--- src/rtl/alu_seq_pkg.sv ---
// Shared types and ALU select codes for the multi-nibble ALU sequencer.
// Opcode 5 (CMP) becomes legal only when ALU_SEQ_CMP_EN is defined (see alu_sequencer).
package alu_seq_pkg;

  typedef enum logic [2:0] {
    OP_MOVA = 3'd0,
    OP_MOVB = 3'd1,
    OP_ADD  = 3'd2,
    OP_SUB  = 3'd3,
    OP_NOR  = 3'd4,
    OP_CMP  = 3'd5
  } op_t;

  typedef enum logic [1:0] {
    ST_IDLE,
    ST_OP,
    ST_FIX,
    ST_DONE
  } state_t;

  localparam logic [4:0] SEL_PASS_A = 5'b00000;
  localparam logic [4:0] SEL_SUB    = 5'b00110;
  localparam logic [4:0] SEL_PASS_B = 5'b11010;
  localparam logic [4:0] SEL_ADD    = 5'b01001;
  localparam logic [4:0] SEL_NOR    = 5'b10001;

  function automatic logic [4:0] op_sel(input op_t op);
    logic [4:0] sel;
    sel = SEL_PASS_A;
    case (op)
      OP_MOVB:        sel = SEL_PASS_B;
      OP_ADD:         sel = SEL_ADD;
      OP_SUB, OP_CMP: sel = SEL_SUB;
      OP_NOR:         sel = SEL_NOR;
      default:        sel = SEL_PASS_A;
    endcase
    return sel;
  endfunction

  // Operations whose nibbles chain a carry/borrow into the next nibble.
  function automatic logic op_arith(input op_t op);
    return (op == OP_ADD) || (op == OP_SUB) || (op == OP_CMP);
  endfunction

endpackage

--- src/rtl/alu_sequencer_if.sv ---
// Request/response handshake bus plus the shared 4-bit ALU port of the sequencer.
// master = core side, slave = sequencer; the ALU result lines are driven by the external ALU.
interface alu_sequencer_if #(parameter int NIBBLES = 4);

  localparam int W = 4 * NIBBLES;

  logic         req_valid;
  logic         req_ready;
  logic [2:0]   req_op;
  logic [W-1:0] req_a;
  logic [W-1:0] req_b;

  logic         rsp_valid;
  logic         rsp_ready;
  logic [W-1:0] rsp_result;
  logic         rsp_carry;
  logic         rsp_zero;
  logic         rsp_err;

  logic [3:0]   alu_a;
  logic [3:0]   alu_b;
  logic [4:0]   alu_s;
  logic         alu_ncin;
  logic [3:0]   alu_f;
  logic         alu_cout;
  logic         alu_eq;

  modport slave (
    input  req_valid, req_op, req_a, req_b, rsp_ready, alu_f, alu_cout, alu_eq,
    output req_ready, rsp_valid, rsp_result, rsp_carry, rsp_zero, rsp_err,
           alu_a, alu_b, alu_s, alu_ncin
  );

  modport master (
    output req_valid, req_op, req_a, req_b, rsp_ready,
    input  req_ready, rsp_valid, rsp_result, rsp_carry, rsp_zero, rsp_err
  );

endinterface

--- src/rtl/alu_sequencer.sv ---
// Drives a wide operation through the shared 4-bit ALU one nibble per cycle, LSB first.
// Define ALU_SEQ_CMP_EN to make opcode 5 (CMP: borrow and zero only) legal.
module alu_sequencer #(
  parameter int NIBBLES = 4
) (
  input logic             clk,
  input logic             reset,
  alu_sequencer_if.slave  bus
);

  import alu_seq_pkg::*;

  localparam int W = 4 * NIBBLES;

  state_t       state;
  state_t       state_next;
  op_t          op_q;
  logic [W-1:0] a_q;
  logic [W-1:0] b_q;
  logic [W-1:0] result_q;
  logic [2:0]   idx;
  logic [4:0]   nib_base;
  logic [3:0]   part;
  logic         part_c;
  logic         carry_in;
  logic         zero_acc;
  logic         rsp_carry_q;
  logic         rsp_zero_q;
  logic         err_q;

  logic         req_fire;
  logic         req_legal;
  logic         last;
  logic         go_fix;
  logic         commit;
  logic         carry_next;
  logic         zero_next;

`ifdef ALU_SEQ_CMP_EN
  assign req_legal = (bus.req_op <= 3'd5);
`else
  assign req_legal = (bus.req_op <= 3'd4);
`endif

  assign req_fire   = (state == ST_IDLE) && bus.req_valid;
  assign nib_base   = {idx, 2'b00};
  assign last       = (idx == 3'(NIBBLES - 1));
  assign go_fix     = (state == ST_OP) && op_arith(op_q) && carry_in;
  assign commit     = ((state == ST_OP) && !go_fix) || (state == ST_FIX);
  assign carry_next = (state == ST_FIX) ? (part_c | bus.alu_cout)
                                        : (op_arith(op_q) & bus.alu_cout);
  assign zero_next  = zero_acc | ~bus.alu_eq;

  always_ff @(posedge clk or posedge reset) begin
    if (reset) state <= ST_IDLE;
    else       state <= state_next;
  end

  always_comb begin
    state_next = state;
    case (state)
      ST_IDLE: if (bus.req_valid) state_next = req_legal ? ST_OP : ST_DONE;
      ST_OP: begin
        if (go_fix)    state_next = ST_FIX;
        else if (last) state_next = ST_DONE;
      end
      ST_FIX:  state_next = last ? ST_DONE : ST_OP;
      ST_DONE: if (bus.rsp_ready) state_next = ST_IDLE;
      default: state_next = ST_IDLE;
    endcase
  end

  // The FIX pass re-applies the pending carry/borrow to the partial nibble as +/-1.
  always_comb begin
    bus.req_ready  = (state == ST_IDLE);
    bus.rsp_valid  = (state == ST_DONE);
    bus.rsp_result = result_q;
    bus.rsp_carry  = rsp_carry_q;
    bus.rsp_zero   = rsp_zero_q;
    bus.rsp_err    = err_q;
    bus.alu_ncin   = 1'b1;
    bus.alu_a      = 4'h0;
    bus.alu_b      = 4'h0;
    bus.alu_s      = SEL_PASS_A;
    case (state)
      ST_OP: begin
        bus.alu_a = a_q[nib_base +: 4];
        bus.alu_b = b_q[nib_base +: 4];
        bus.alu_s = op_sel(op_q);
      end
      ST_FIX: begin
        bus.alu_a = part;
        bus.alu_b = 4'h1;
        bus.alu_s = (op_q == OP_ADD) ? SEL_ADD : SEL_SUB;
      end
      default: ;
    endcase
  end

  // CMP walks every nibble for the borrow and zero flags but never writes the result.
  always_ff @(posedge clk or posedge reset) begin
    if (reset) begin
      op_q        <= OP_MOVA;
      a_q         <= '0;
      b_q         <= '0;
      result_q    <= '0;
      idx         <= 3'd0;
      part        <= 4'h0;
      part_c      <= 1'b0;
      carry_in    <= 1'b0;
      zero_acc    <= 1'b0;
      rsp_carry_q <= 1'b0;
      rsp_zero_q  <= 1'b0;
      err_q       <= 1'b0;
    end else if (req_fire) begin
      op_q        <= op_t'(bus.req_op);
      a_q         <= bus.req_a;
      b_q         <= bus.req_b;
      result_q    <= '0;
      idx         <= 3'd0;
      carry_in    <= 1'b0;
      zero_acc    <= 1'b0;
      rsp_carry_q <= 1'b0;
      rsp_zero_q  <= ~req_legal;
      err_q       <= ~req_legal;
    end else if (go_fix) begin
      part   <= bus.alu_f;
      part_c <= bus.alu_cout;
    end else if (commit) begin
      if (op_q != OP_CMP) result_q[nib_base +: 4] <= bus.alu_f;
      zero_acc <= zero_next;
      carry_in <= carry_next;
      if (last) begin
        rsp_carry_q <= carry_next;
        rsp_zero_q  <= ~zero_next;
      end else begin
        idx <= idx + 3'd1;
      end
    end
  end

endmodule

--- src/flat_wrapper.sv ---
// flat-port wrapper written by rule: the top's interface ports become plain ports
module alu_sequencer_flat import alu_seq_pkg::*;
#(
  parameter int NIBBLES = 4
)
  (clk, reset, bus_req_valid, bus_req_op, bus_req_a, bus_req_b, bus_rsp_ready, bus_alu_f, bus_alu_cout, bus_alu_eq, bus_req_ready, bus_rsp_valid, bus_rsp_result, bus_rsp_carry, bus_rsp_zero, bus_rsp_err, bus_alu_a, bus_alu_b, bus_alu_s, bus_alu_ncin);
  alu_sequencer_if #(.NIBBLES(NIBBLES)) bus_i ();
  input logic clk;
  input logic reset;
  input wire logic [$bits(bus_i.req_valid)-1:0] bus_req_valid;
  input wire logic [$bits(bus_i.req_op)-1:0] bus_req_op;
  input wire logic [$bits(bus_i.req_a)-1:0] bus_req_a;
  input wire logic [$bits(bus_i.req_b)-1:0] bus_req_b;
  input wire logic [$bits(bus_i.rsp_ready)-1:0] bus_rsp_ready;
  input wire logic [$bits(bus_i.alu_f)-1:0] bus_alu_f;
  input wire logic [$bits(bus_i.alu_cout)-1:0] bus_alu_cout;
  input wire logic [$bits(bus_i.alu_eq)-1:0] bus_alu_eq;
  output wire logic [$bits(bus_i.req_ready)-1:0] bus_req_ready;
  output wire logic [$bits(bus_i.rsp_valid)-1:0] bus_rsp_valid;
  output wire logic [$bits(bus_i.rsp_result)-1:0] bus_rsp_result;
  output wire logic [$bits(bus_i.rsp_carry)-1:0] bus_rsp_carry;
  output wire logic [$bits(bus_i.rsp_zero)-1:0] bus_rsp_zero;
  output wire logic [$bits(bus_i.rsp_err)-1:0] bus_rsp_err;
  output wire logic [$bits(bus_i.alu_a)-1:0] bus_alu_a;
  output wire logic [$bits(bus_i.alu_b)-1:0] bus_alu_b;
  output wire logic [$bits(bus_i.alu_s)-1:0] bus_alu_s;
  output wire logic [$bits(bus_i.alu_ncin)-1:0] bus_alu_ncin;
  assign bus_i.req_valid = bus_req_valid;
  assign bus_i.req_op = bus_req_op;
  assign bus_i.req_a = bus_req_a;
  assign bus_i.req_b = bus_req_b;
  assign bus_i.rsp_ready = bus_rsp_ready;
  assign bus_i.alu_f = bus_alu_f;
  assign bus_i.alu_cout = bus_alu_cout;
  assign bus_i.alu_eq = bus_alu_eq;
  assign bus_req_ready = bus_i.req_ready;
  assign bus_rsp_valid = bus_i.rsp_valid;
  assign bus_rsp_result = bus_i.rsp_result;
  assign bus_rsp_carry = bus_i.rsp_carry;
  assign bus_rsp_zero = bus_i.rsp_zero;
  assign bus_rsp_err = bus_i.rsp_err;
  assign bus_alu_a = bus_i.alu_a;
  assign bus_alu_b = bus_i.alu_b;
  assign bus_alu_s = bus_i.alu_s;
  assign bus_alu_ncin = bus_i.alu_ncin;
  alu_sequencer #(.NIBBLES(NIBBLES)) u_core (.clk(clk), .reset(reset), .bus(bus_i));
endmodule
--- config.mk ---
export PLATFORM = sky130hd
export DESIGN_NAME = alu_sequencer_flat
export DESIGN_NICKNAME = d
export VERILOG_FILES = /design/src/rtl/alu_seq_pkg.sv /design/src/rtl/alu_sequencer_if.sv /design/src/rtl/alu_sequencer.sv /design/src/flat_wrapper.sv
export SDC_FILE = /design/constraint.sdc
export NUM_CORES = 1
export LEC_CHECK = 0
export ABC_AREA = 1
export CELL_PAD_IN_SITES_DETAIL_PLACEMENT = 1
export CELL_PAD_IN_SITES_GLOBAL_PLACEMENT = 1
export CORE_ASPECT_RATIO = 0.5
export CORE_UTILIZATION = 36
export CTS_CLUSTER_DIAMETER = 80
export DETAILED_ROUTE_END_ITERATION = 8
export MAX_ROUTING_LAYER = met4
export PLACE_DENSITY = 0.8
export SETUP_SLACK_MARGIN = 0.05
export SYNTH_ARGS = -nofsm -noshare
export SYNTH_HDL_FRONTEND = slang
export SYNTH_SLANG_ARGS = --single-unit
--- constraint.sdc ---
create_clock -name clk -period 2.7 [get_ports clk]
set_input_delay 0.405 -clock clk [delete_from_list [all_inputs] [get_ports clk]]
set_output_delay 0.405 -clock clk [all_outputs]
set_load 0.02 [all_outputs]
### Gate-type map, run 1

Scale bar: 50 um.
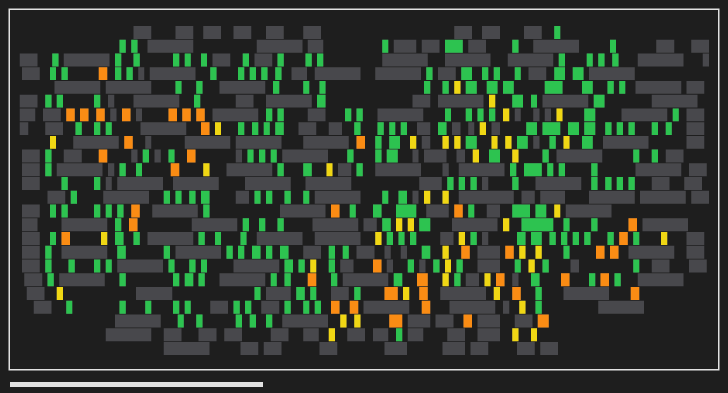
[yellow] inverters | cells: 44 | most used: inv_1
[green] NAND gates | cells: 243 | most used: nand2_1
[orange] inverting AOI/OAI gates | cells: 41 | most used: o21ai_0
Post-Layout Cell Count: 655
dominant logic cell type in the layout: nand2_1
multi-input combinational area share: 32.3%

### Placement by cell class, run 1

Scale bar: 50 um.
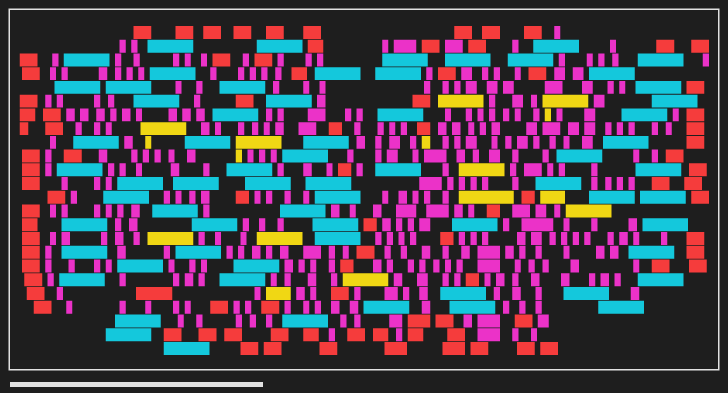
[magenta] all other logic | cells: 367
[yellow] clock drivers and dummy loads | cells: 16
[cyan] flip-flops | cells: 66
[red] other buffers and delay cells | cells: 89
total core area: 8980 um^2
design area: 4630 um^2
final core occ: 51.5%
Rows: 24

### Clock routing, run 1

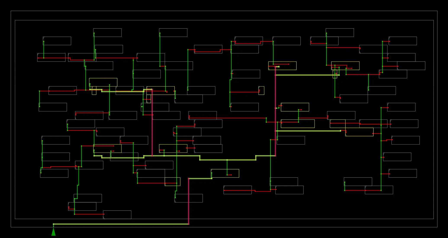
clk_buf instances: 14
Clk Latency, worst-skew pair: 0.33 ns
CTS sink cnt: 66
total CTS buffers: 9

### Floorplan with the power grid, run 1

Pins as bars on the die edge. Tap cells in grey.
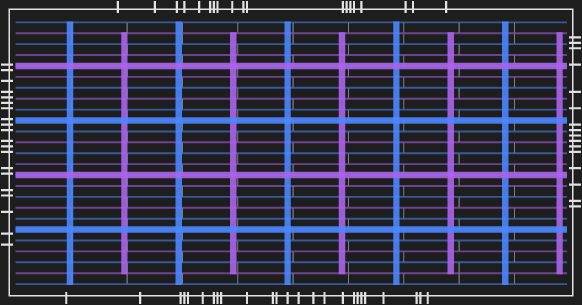
[purple] VDD
[blue] VSS
rows: 24
met4 straps: 10
signal pins: 80
met1 rails: 25
maximum VDD drop: 0.000421 V
die height: 71.1 um
DIE WIDTH: 140 um

==> changes_impl.md, run 1 <==
### Metrics

* Post-synthesis cell area at 3440 um^2
* Post-synth top area share at between 40% and 50%
* RSZ-0062 raised after global routing: no
* Largest cell class: sequential cells
* Complex Gates by Area at 7.06%
* Top non-seq family: simple AND/OR/NAND/NOR gates
* Async S/R FF share, synth at 100%
* DRT antenna net count at 0
* CTS root buffer: clkbuf_16
* R2R Setup Slk at roughly 0.34 ns
* Critical Path Fanout Max at 6
* XOR Share, Synth at 0%
* Fin nets at 586
* Final Max Slew Viols at 0
* RR Startpoint: u_core.idx[1]$_DFFE_PP0P_
* Ant. Diodes at 0
* DR WL/cell at 14.6 um
* Flop pwr share at 30.0%
* Clock Tree Buf Depth at 2
* Clock share of power at between 20% and 30%
* Critical Path RT at 2.30 ns
* Fmax at about 400 MHz
* Top_reg_cell synth: dfrtp_1
* Status: finished, final reports clean
* Placed Cells at 639
* Registers at 66
* Worst-path cell chain: inv_1, ha_1, nand2_1, nor2_1, buf_4, a32o_1, dlygate4sd2_1
* Non-clk buf share at around a fifth
* ClkCell Share at 6.46%
* Io pins at around 80
* Stages on the worst setup path at 7
* First-pass GRT wire length at about 17000 um
* Post-synth EDFFs at 0
* Worst Setup End Kind: primary output
* Final hold vios at 0
* DRC at 0
* Placed inst area at 4340 um^2
* Largest net degree at the start of global routing at roughly 47
* Detailed Route Iter0 Violations at 156
* Seq/total area at 35.7%
* Hold Slack at 0.408 ns
* GRT Total Usage at 22.1%
* Buffers, non-clock at 89
* Initial antenna violation count at 0
* Filler instances at 1105
* Maxcap violations at 0
* Total congestion overflow at 0
* Slowest stage delay, CP at roughly 0.38 ns
* LEAKAGE at between 2 and 2.5 nW
* Synth mux share at 0%
* Clock slew at reported path FFs at 0.05 ns
* Cells in synth_stat.txt at 453
* CP Launch Type: flop
* FF-to-FF path depth at 10
* Share of layout cells above drive strength 1 at under 10%
* Period utilization at between 90% and 100%
* Avg Synthesized Cell Area at 7.58 um^2
* Fp util at 38.3%
* Post-Synthesis Cells at roughly 450
* Chip Area, Yosys at around 3400 um^2
* Delay-heaviest family, CP: buffers and inverters
* MI comb cells at 323
* Avg Vias per Cell at 4.92
* Flip-flop and latch area at approximately 1700 um^2
* Setup crit start: u_core.state[0]$_DFFE_PP0P_
[run 1: state kept, by name, summed over array words and instances (netlist names), 2 cells and up]
signal                 cells
u_core.idx                 3
u_core.b_q                16
u_core.state               2
u_core.bus.rsp_result     16
u_core.a_q                16
u_core.part                4
u_core.op_q                3
[run 1: routing by layer]
metal	share of wire (%)	GRT usage, %	vias to the layer above
li1	-	-	1600
met1	48	29.3	1525
met2	46	34.7	86
met3	5.8	5.15	11
met4	0.84	4.52	0
met5	0	-	-
[run 1: timing repair]
action	4_1_cts	5_1_grt
gates resized	9	6
gates cloned	0	0
endpoints found under the setup margin	9	5
buffers inserted	0	0
[run 1: power groups by stage]
stage	Clock (mW)	Sequential [mW]	Combinational [mW]
floorplan	0	1.83	1.73
global placement	0	1.71	2.76
detailed placement	0	1.72	2.84
CTS	1.21	1.71	2.83
global route	1.25	1.77	3.15
finish	1.18	1.71	2.80
[run 1: cells in the final DEF, fill, tap and decap left out, types with 2 or more instances in the layout]
cell	n
o22ai_1	2
clkbuf_1	3
clkdlybuf4s50_1	66
nor2_1	23
o21ai_0	21
nor3_1	4
dlygate4sd2_1	7
dfrtp_1	66
clkbuf_16	9
inv_2	4
buf_4	10
a32o_1	3
ha_1	8
dlymetal6s2s_1	3
nand2_1	195
o21ai_1	4
inv_1	39
nand2_2	3
clkbuf_8	2
nand3_1	19
a21oi_1	12
nand3_2	5
nand4_1	19
[run 1: cells by family (layout without fill, tap and decap cells)]
group	count (synthesis)	after routing
AND/OR/NAND/NOR	270	270
flip-flops	66	66
buffers and inverters	64	149
AND-OR/OR-AND	44	44
adder cells (fa/ha/maj)	8	8
other	1	1
==> run 2, diff against run 1 <==
Settings changed: CORE_UTILIZATION 36 to 37, CTS_BUF_LIST from default to sky130_fd_sc_hd__clkbuf_4 sky130_fd_sc_hd__clkbuf_8, PLACE_DENSITY 0.8 to 0.82.
Clock period 2.7 ns to 2.5 ns, I/O delays scaled along.
### Clock routing, run 2

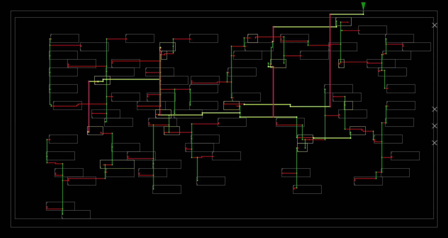
clk_skew: 0.00591 ns
Clk Latency, worst-skew pair: 0.35 ns
registers: 66
Clock group: 0.934 mW

==> run 2 against run 1 <==
  * The run now ends with DRC left
  * Global-route usage up 0.63 points
  * Sequential share of layout area is 0.56 points higher
  * Non-clock buffer count grew 1
  * Area after synthesis unchanged
  * Count of clock-buffer cells in the layout is 4 lower
  * First-iteration DRC count is 20% higher
  * Clock skew increased by 0.00076 ns
  * Critical path type unchanged
  * Largest cell class unchanged
  * Largest power group unchanged
  * Highest routed layer unchanged
==> changes_impl.md, run 2 <==
### Metrics

* DR WL/cell at 14.8 um (+1.4%)
* Slowest stage delay, CP at 0.40 ns (+0.02 ns)
* Uppermost layer routed: met4
* Synthesized Nets at 506
* Pwr dens at around 1300 nW/um^2
* Post-synthesis cell area at 3440 um^2 (unchanged)
* Vias in the first global route at 3439
* Placed inst area at 4340 um^2 (unchanged)
* Tmin final at 2.38 ns
* Most frequent CP cell: buf_4
* Dominant logic cell type in the layout: nand2_1
* CTS root buffer: clkbuf_8
* Initial antenna violation count at 0 (unchanged)
* Reg2reg end: u_core.bus.rsp_result[8]$_DFFE_PP0P_
* Final Max Slew Viols at 0 (unchanged)
* Post-synth EDFFs at 0 (unchanged)
* Final core occ at 51.4% (-0.11 points)
* Chip Area, Yosys at 3440 um^2 (unchanged)
* Simple Share, Synth at 33.5%
* Io pins at 80 (unchanged)
* Filler instances at 1128 (+2.1%)
* CP Buf/Inv Count at 3
* RR Startpoint: u_core.idx[1]$_DFFE_PP0P_
* Die Area at 9700 um^2
* Delay-heaviest family, CP: buffers and inverters
* Top-count cell post-synth: nand2_1
* Status: finished with violations
* Via count at 3290
* Flops after synth at 66
* Async S/R FF share, synth at 100% (unchanged)
* Post-Synthesis Cells at 453 (unchanged)
* Critical path type: flop to primary output
* Total congestion overflow at 0 (unchanged)
* Top non-seq family: simple AND/OR/NAND/NOR gates
* R2R Setup Slk at 0.38 ns (+0.04 ns)
* Top cells, area: dfrtp_1 48%, nand2_1 21%, inv_1 4.4%, nand4_1 3.5%, o21ai_0 3.1%
* Fmax at 420 MHz
* LEAKAGE at 2.38 nW (-3.0%)
* Area Overhead vs Synth at 32.6%
* DRC at 8 (+8)
* Cells in synth_stat.txt at 453 (unchanged)
* Grt met3 use at 5.08% (-0.070 points)
* # hold bufs at CTS at 0
* GRT Total Usage at 22.7% (+0.63 points)
* Met1 usage in global routing at 28.5% (-0.88 points)
* Critical Path RT at 2.12 ns (-0.18 ns)
* Hold WC Path Type: input port to async pin
* Post-Layout Cell Count at 656 (+0.15%)
* Complex Gates by Area at 7.06% (unchanged)
* Met3 wire len at 326 um (-41%)
* Rows at 24 (unchanged)
* Fp util at 38.8% (+0.52 points)
* CP Launch Type: flop
* Combinational power share at a little over half
* H-Tree Level Count at 3
* CTS tree: yes
* Share of layout cells above drive strength 1 at 9.28% (+2.0 points)
* Count of buffers from port buffering at about 78
* Unique cell types at 27
* Met2 WL post-DR at 4640 um (+6.5%)
* Flop pwr share at 31.6% (+1.6 points)
* Synth Seq Share at around half
* Design area at 4560 um^2 (-1.5%)
* FF-to-FF path depth at 10 (unchanged)
* Commonest cells in the synthesized netlist: 195 x nand2_1, 66 x dfrtp_1, 40 x inv_1
* Seq power at 1.86 mW (+9%)
* Ant. Diodes at 0 (unchanged)
* Avg Vias per Cell at 5.02 (+2.0%)
* Failing checks: DRC
* Maxcap violations at 0 (unchanged)
* Comb group at 3.08 mW (+10%)
* Most Used Layer, Global Route: met2
* Post-synth top area share at 48.1% (unchanged)
* Top_reg_cell synth: dfrtp_1
* Final GP Congestion at between 0.8 and 0.9
* Internal at 3.22 mW
* Worst Setup End Kind: primary output
* Clock Tree Buf Depth at 2 (unchanged)
* Period utilization at 95.2%
* Most common logic cells in the final layout: 193 x nand2_1, 66 x dfrtp_1, 65 x clkdlybuf4s50_1
* Clock share of power at 15.9% (-4.9 points)
* DRT antenna net count at 0 (unchanged)
* Critical Path Fanout Max at 6 (unchanged)
* Avg Synthesized Cell Area at 7.58 um^2 (unchanged)
* Met2 Use GR at 37.1% (+2.4 points)
* RSZ-0062 raised after global routing: no
* Crit-path slowest cell: dfrtp_1
* Largest net degree at the start of global routing at 67 (+43%)
* Detailed Route Iter0 Violations at 187 (+20%)
* Final hold vios at 0 (unchanged)
* Hold Slack at 0.403 ns (-0.00542 ns)
* Final setup vio count at 0
* Routed wire length at 9690 um
* Total CTS buffers at 9 (unchanged)
* Clock slew at reported path FFs at 0.07 ns (+0.02 ns)
* XOR Share, Synth at 0% (unchanged)
* Log Warnings at 31
* CTS sink cnt at 66 (unchanged)
* Worst-path cell chain: buf_4, ha_1, nand2_2, nor2_1, buf_4, a32o_1, dlygate4sd2_1
* Worst Path Arrival at ~2.0 ns
* Fin nets at 587 (+0.17%)
* Hpwl dp at 6960 um
* Synth mux share at 0% (unchanged)
* Metal-1 WL at 4560 um (+0.31%)
* Post-synth top area cell: dfrtp_1
* First-pass GRT wire length at 16700 um (+1.3%)
* Placed Cells at 639 (unchanged)
* TNS Setup at 0 ns
* Largest Pwr Group: combinational cells
### Floorplan with the power grid, run 2

Pins as bars on the die edge. Tap cells in grey.
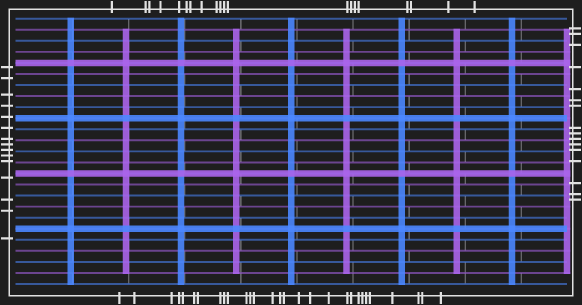
[purple] VDD
[blue] VSS
rows: 24
met1 rails: 25
signal pins: 80
tap cells: 117
die height: 70.1 um
total core area: 8860 um^2
maximum VDD drop: 0.000392 V
DIE WIDTH: 138 um

==> run 2: netlist changes by cell type in the layout (fill, tap and decap cells not counted), sizes merged <==
cell,previous run,this run
clkinvlp,0,2
clkbuf,15,11
buf,11,12
inv,43,44
dlymetal6s2s,3,1
clkdlybuf4s15,1,4
clkinv,2,3
clkdlybuf4s50,66,65
==> run 2: metrics by stage <==
stage          power (mW)  setup slack, ns
5_1_grt              6.38           0.0499
6_report             5.88            0.119
3_3_place_gp         4.80            0.133
3_5_place_dp         4.95           0.0645
2_1_floorplan        3.84            0.470
4_1_cts              5.88         0.000901
==> run 2: worst max-delay path by stage <==
stage | startpoint | endpoint | slack, ns | cells past startpoint
finish | u_core.state[0]$_DFFE_PP0P_ | bus_alu_a[3] | 0.12 | 7
global route | u_core.state[0]$_DFFE_PP0P_ | bus_alu_a[3] | 0.05 | 7
CTS | u_core.state[1]$_DFFE_PP0P_ | bus_alu_b[1] | 0.0009 | 8
detailed placement | u_core.state[0]$_DFFE_PP0P_ | bus_alu_b[1] | 0.06 | 8
global placement | u_core.state[0]$_DFFE_PP0P_ | bus_alu_b[1] | 0.13 | 8
floorplan | reset | u_core.a_q[0]$_DFFE_PP0P_ | 0.47 | 1
==> run 2: final cells by class <==
type	instances	area, um^2	area share, %
Clock buffer	10	138	3.02
Tap cell	117	146	3.21
Inverter	44	169	3.71
Timing Repair Buffer	90	873	19.2
Clock inverter	6	65.1	1.43
Sequential cell	66	1650	36.2
Multi-Input combinational cell	323	1510	33.2
==> run 2: what timing repair did <==
| item | 4_1_cts | 5_1_grt |
|---|---|---|
| resized | 18 | 8 |
| pin swaps | 0 | 0 |
| setup buffers | 1 | 0 |
| setup endpoints to repair | 12 | 11 |
==> run 3, diff against run 2 <==
Settings changed: GPL_TIMING_DRIVEN from default to 0.
==> run 3 against run 2 <==
  * Area after synthesis unchanged
  * The flow still finishes with violations (DRC)
  * Design area increased by 1.9%
  * Largest power group unchanged
  * Utilization grew 0.99 points
==> changes_impl.md, run 3 <==
### Metrics

* Die height at 70.1 um (unchanged)
* # Taps at 117 (unchanged)
* Maxcap violations at 0 (unchanged)
* Post-synth top area share at 48.1% (unchanged)
* Unique cell types at 27 (unchanged)
* Avg Synthesized Cell Area at 7.58 um^2 (unchanged)
* H-Tree Level Count at 3 (unchanged)
* Non-clock inverters at 44 (unchanged)
* Delay-heaviest family, CP: flip-flops
* Detailed Route Iter0 Violations at 214 (+14%)
* Routed wire length at 10300 um (+6.3%)
* First-pass GRT wire length at 17500 um (+4.5%)
* Top cells, area: dfrtp_1 48%, nand2_1 21%, inv_1 4.4%, nand4_1 3.5%, o21ai_0 3.1%
* # hold bufs at CTS at 0 (unchanged)
* Worst Setup End Kind: primary output
* DRC at 8 (unchanged)
* Rows at 24 (unchanged)
* Critical path type: flop to primary output
* DR WL/cell at 15.5 um (+4.9%)
* Crit-path slowest cell: dfrtp_1
* Critical Path RT at 2.12 ns (about the same)
* Post-synth EDFFs at 0 (unchanged)
* Slowest stage delay, CP at 0.40 ns (about the same)
* Crit path setup slack, layout at 0.145 ns (+0.0258 ns)
* R2R Setup Slk at 0.24 ns (-0.14 ns)
* CTS root buffer: clkbuf_8
* Flip-flop and latch area at 1650 um^2 (unchanged)
* Ant. Diodes at 0 (unchanged)
* DIE WIDTH at 138 um (unchanged)
* Final setup vio count at 0 (unchanged)
* Failing checks: DRC
* Period utilization at 94.2% (-1.0 points)
* Initial antenna violation count at 0 (unchanged)
* Critical Path Fanout Max at 6 (unchanged)
* Hold Path Stages at 2
* Clk_buf instances at 13 (+3)
* Maximum VDD drop at 0.000399 V (+1.8%)
* Clk_skew at 0.00349 ns (-0.00243 ns)
* Share of layout cells above drive strength 1 at 11.1% (+1.9 points)
* Placed Cells at 648 (+1.4%)
* FF-to-FF path depth at 11 (+1)
* CTS sink cnt at 66 (unchanged)
* Most common logic cells in the final layout: 193 x nand2_1, 66 x dfrtp_1, 65 x clkdlybuf4s50_1
* Async S/R FF share, synth at 100% (unchanged)
* Io pins at 80 (unchanged)
* Avg Vias per Cell at 4.96 (-1.1%)
* Log Warnings at 31 (unchanged)
* Buffers, non-clock at 100 (+11%)
* Synthesized Nets at 506 (unchanged)
* TNS Setup at 0 ns (unchanged)
* Vias in the first global route at 3602 (+4.7%)
* Count of buffers from port buffering at 78 (unchanged)
* CP Launch Type: flop
* Area Overhead vs Synth at 35.2%
* LEAKAGE at 2.41 nW (+1.3%)
* Multi-input gate area at 1540 um^2 (+1.6%)
* Total congestion overflow at 0 (unchanged)
* Post-synthesis cell area at 3440 um^2 (unchanged)
* Clock Tree Buf Depth at 2 (unchanged)
* Final hold vios at 0 (unchanged)
* Pwr dens at 1320 nW/um^2 (+2.5%)
* Setup WS pre-CTS at -0.253 ns (-0.317 ns)
* Synth Seq Share at 48.1% (unchanged)
* Placed inst area at 4370 um^2 (+0.69%)
* Top-count cell post-synth: nand2_1
* Largest net degree at the start of global routing at 67 (unchanged)
* Top_reg_cell synth: dfrtp_1
* Total CTS buffers at 9 (unchanged)
* Chip Area, Yosys at 3440 um^2 (unchanged)
* Largest cell class: sequential cells
* Cells in synth_stat.txt at 453 (unchanged)
* Fin nets at 597 (+1.7%)
* Tmin final at 2.36 ns (-0.0258 ns)
* Non-clk buf share at 19.6% (+0.45 points)
* Post-Synthesis Cells at 453 (unchanged)
* Clock slew at reported path FFs at 0.07 ns (about the same)
* Clk Latency, worst-skew pair at 0.35 ns (about the same)
* Final Max Slew Viols at 0 (unchanged)
* RSZ-0062 raised after global routing: yes
* Status: finished with violations
* Total setup buffers inserted after CTS at 0 (-1)
* Flops after synth at 66 (unchanged)
* Die Area at 9700 um^2 (unchanged)
* Fp util at 38.8% (unchanged)
* DRT antenna net count at 0 (unchanged)
* Dominant logic cell type in the layout: nand2_1
* Reg2reg end: u_core.bus.rsp_result[9]$_DFFE_PP0P_
* Hpwl dp at 7480 um (+7.5%)
* Post-CTS resize count at 30 (+12)
* Post-synth top area cell: dfrtp_1
* Worst Path Arrival at 1.98 ns (-0.03 ns)
* ClkCell Share at 4.88% (+0.43 points)
* MI comb cells at 323 (unchanged)
* Commonest cells in the synthesized netlist: 195 x nand2_1, 66 x dfrtp_1, 40 x inv_1
* CP Buf/Inv Count at 2 (-1)
* CTS tree: yes
* Hold WC Path Type: flop to flop
* Via count at 3298 (+0.24%)
* Final GP Congestion at 0.824 (-3.1%)
run 3: cell counts after synthesis:
No cell type changed its count.
run 3: logic make-up after synthesis:
family	count (synthesis)	synth area share, %
compound gates	44	7.07
fa+ha+maj	8	2.91
flops	66	48.1
simple gates	270	33.5
buf+inv	64	8.38
other cells	1	0.109
run 3: worst max path at each step:
| stage | startpoint | endpoint | slack [ns] | cells past startpoint |
|---|---|---|---|---|
| floorplan | reset | u_core.a_q[0]$_DFFE_PP0P_ | 0.47 | 1 |
| global placement | reset | u_core.bus.rsp_result[13]$_DFFE_PP0P_ | -0.73 | 2 |
| detailed placement | u_core.state[1]$_DFFE_PP0P_ | bus_alu_a[0] | -0.25 | 7 |
| CTS | u_core.idx[0]$_DFFE_PP0P_ | bus_alu_b[1] | 0.05 | 5 |
| global route | u_core.state[1]$_DFFE_PP0P_ | bus_alu_b[1] | 0.04 | 7 |
| finish | u_core.state[1]$_DFFE_PP0P_ | bus_alu_a[1] | 0.14 | 6 |
run 3: power by group:
| part | internal, mW | leakage (nW) | total, mW | switching (mW) |
|---|---|---|---|---|
| Sequential | 1.56 | 0.841 | 1.87 | 0.309 |
| Combinational | 1.24 | 1.45 | 3.22 | 1.98 |
| Clock | 0.634 | 0.117 | 1.05 | 0.418 |
run 3: through the flow:
step,power [mW],util [%],hold WS (ns)
final,6.14,52.4,0.477
after global routing,6.62,52.4,0.509
after CTS,6.08,51.9,0.479
after detailed placement,5.00,49.3,0.461
after global placement,4.87,49.3,0.457
after floorplan,3.84,-,0.444
run 3: layer usage:
layer	part of all wire (%)	track usage, %	wire length (um)
met1	47	30.4	4810
met2	47	39.5	4880
met3	5.1	5.62	526
met4	0.83	5.37	85
met5	0	-	0
### Placement by cell class, run 3

Scale bar: 50 um.
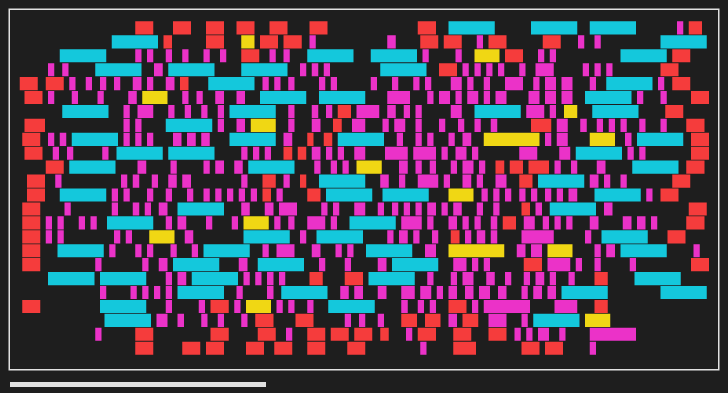
[magenta] all other logic | cells: 367
[cyan] flip-flops | cells: 66
[red] other buffers and delay cells | cells: 100
[yellow] clock drivers and dummy loads | cells: 15
design area: 4640 um^2
final core occ: 52.4%
Seq/total area: 35.6%

### Gate-type map, run 3

Scale bar: 50 um.
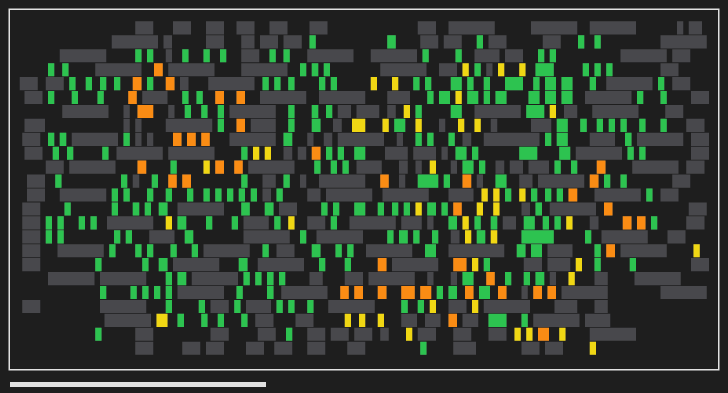
[green] NAND gates | cells: 243 | most used: nand2_1 | where: spread over the die
[orange] inverting AOI/OAI gates | cells: 41 | most used: o21ai_0
[yellow] inverters | cells: 44 | most used: inv_1
multi-input combinational area share: 33.1%
Post-Layout Cell Count: 665

Power and IR drop assume default switching activity.
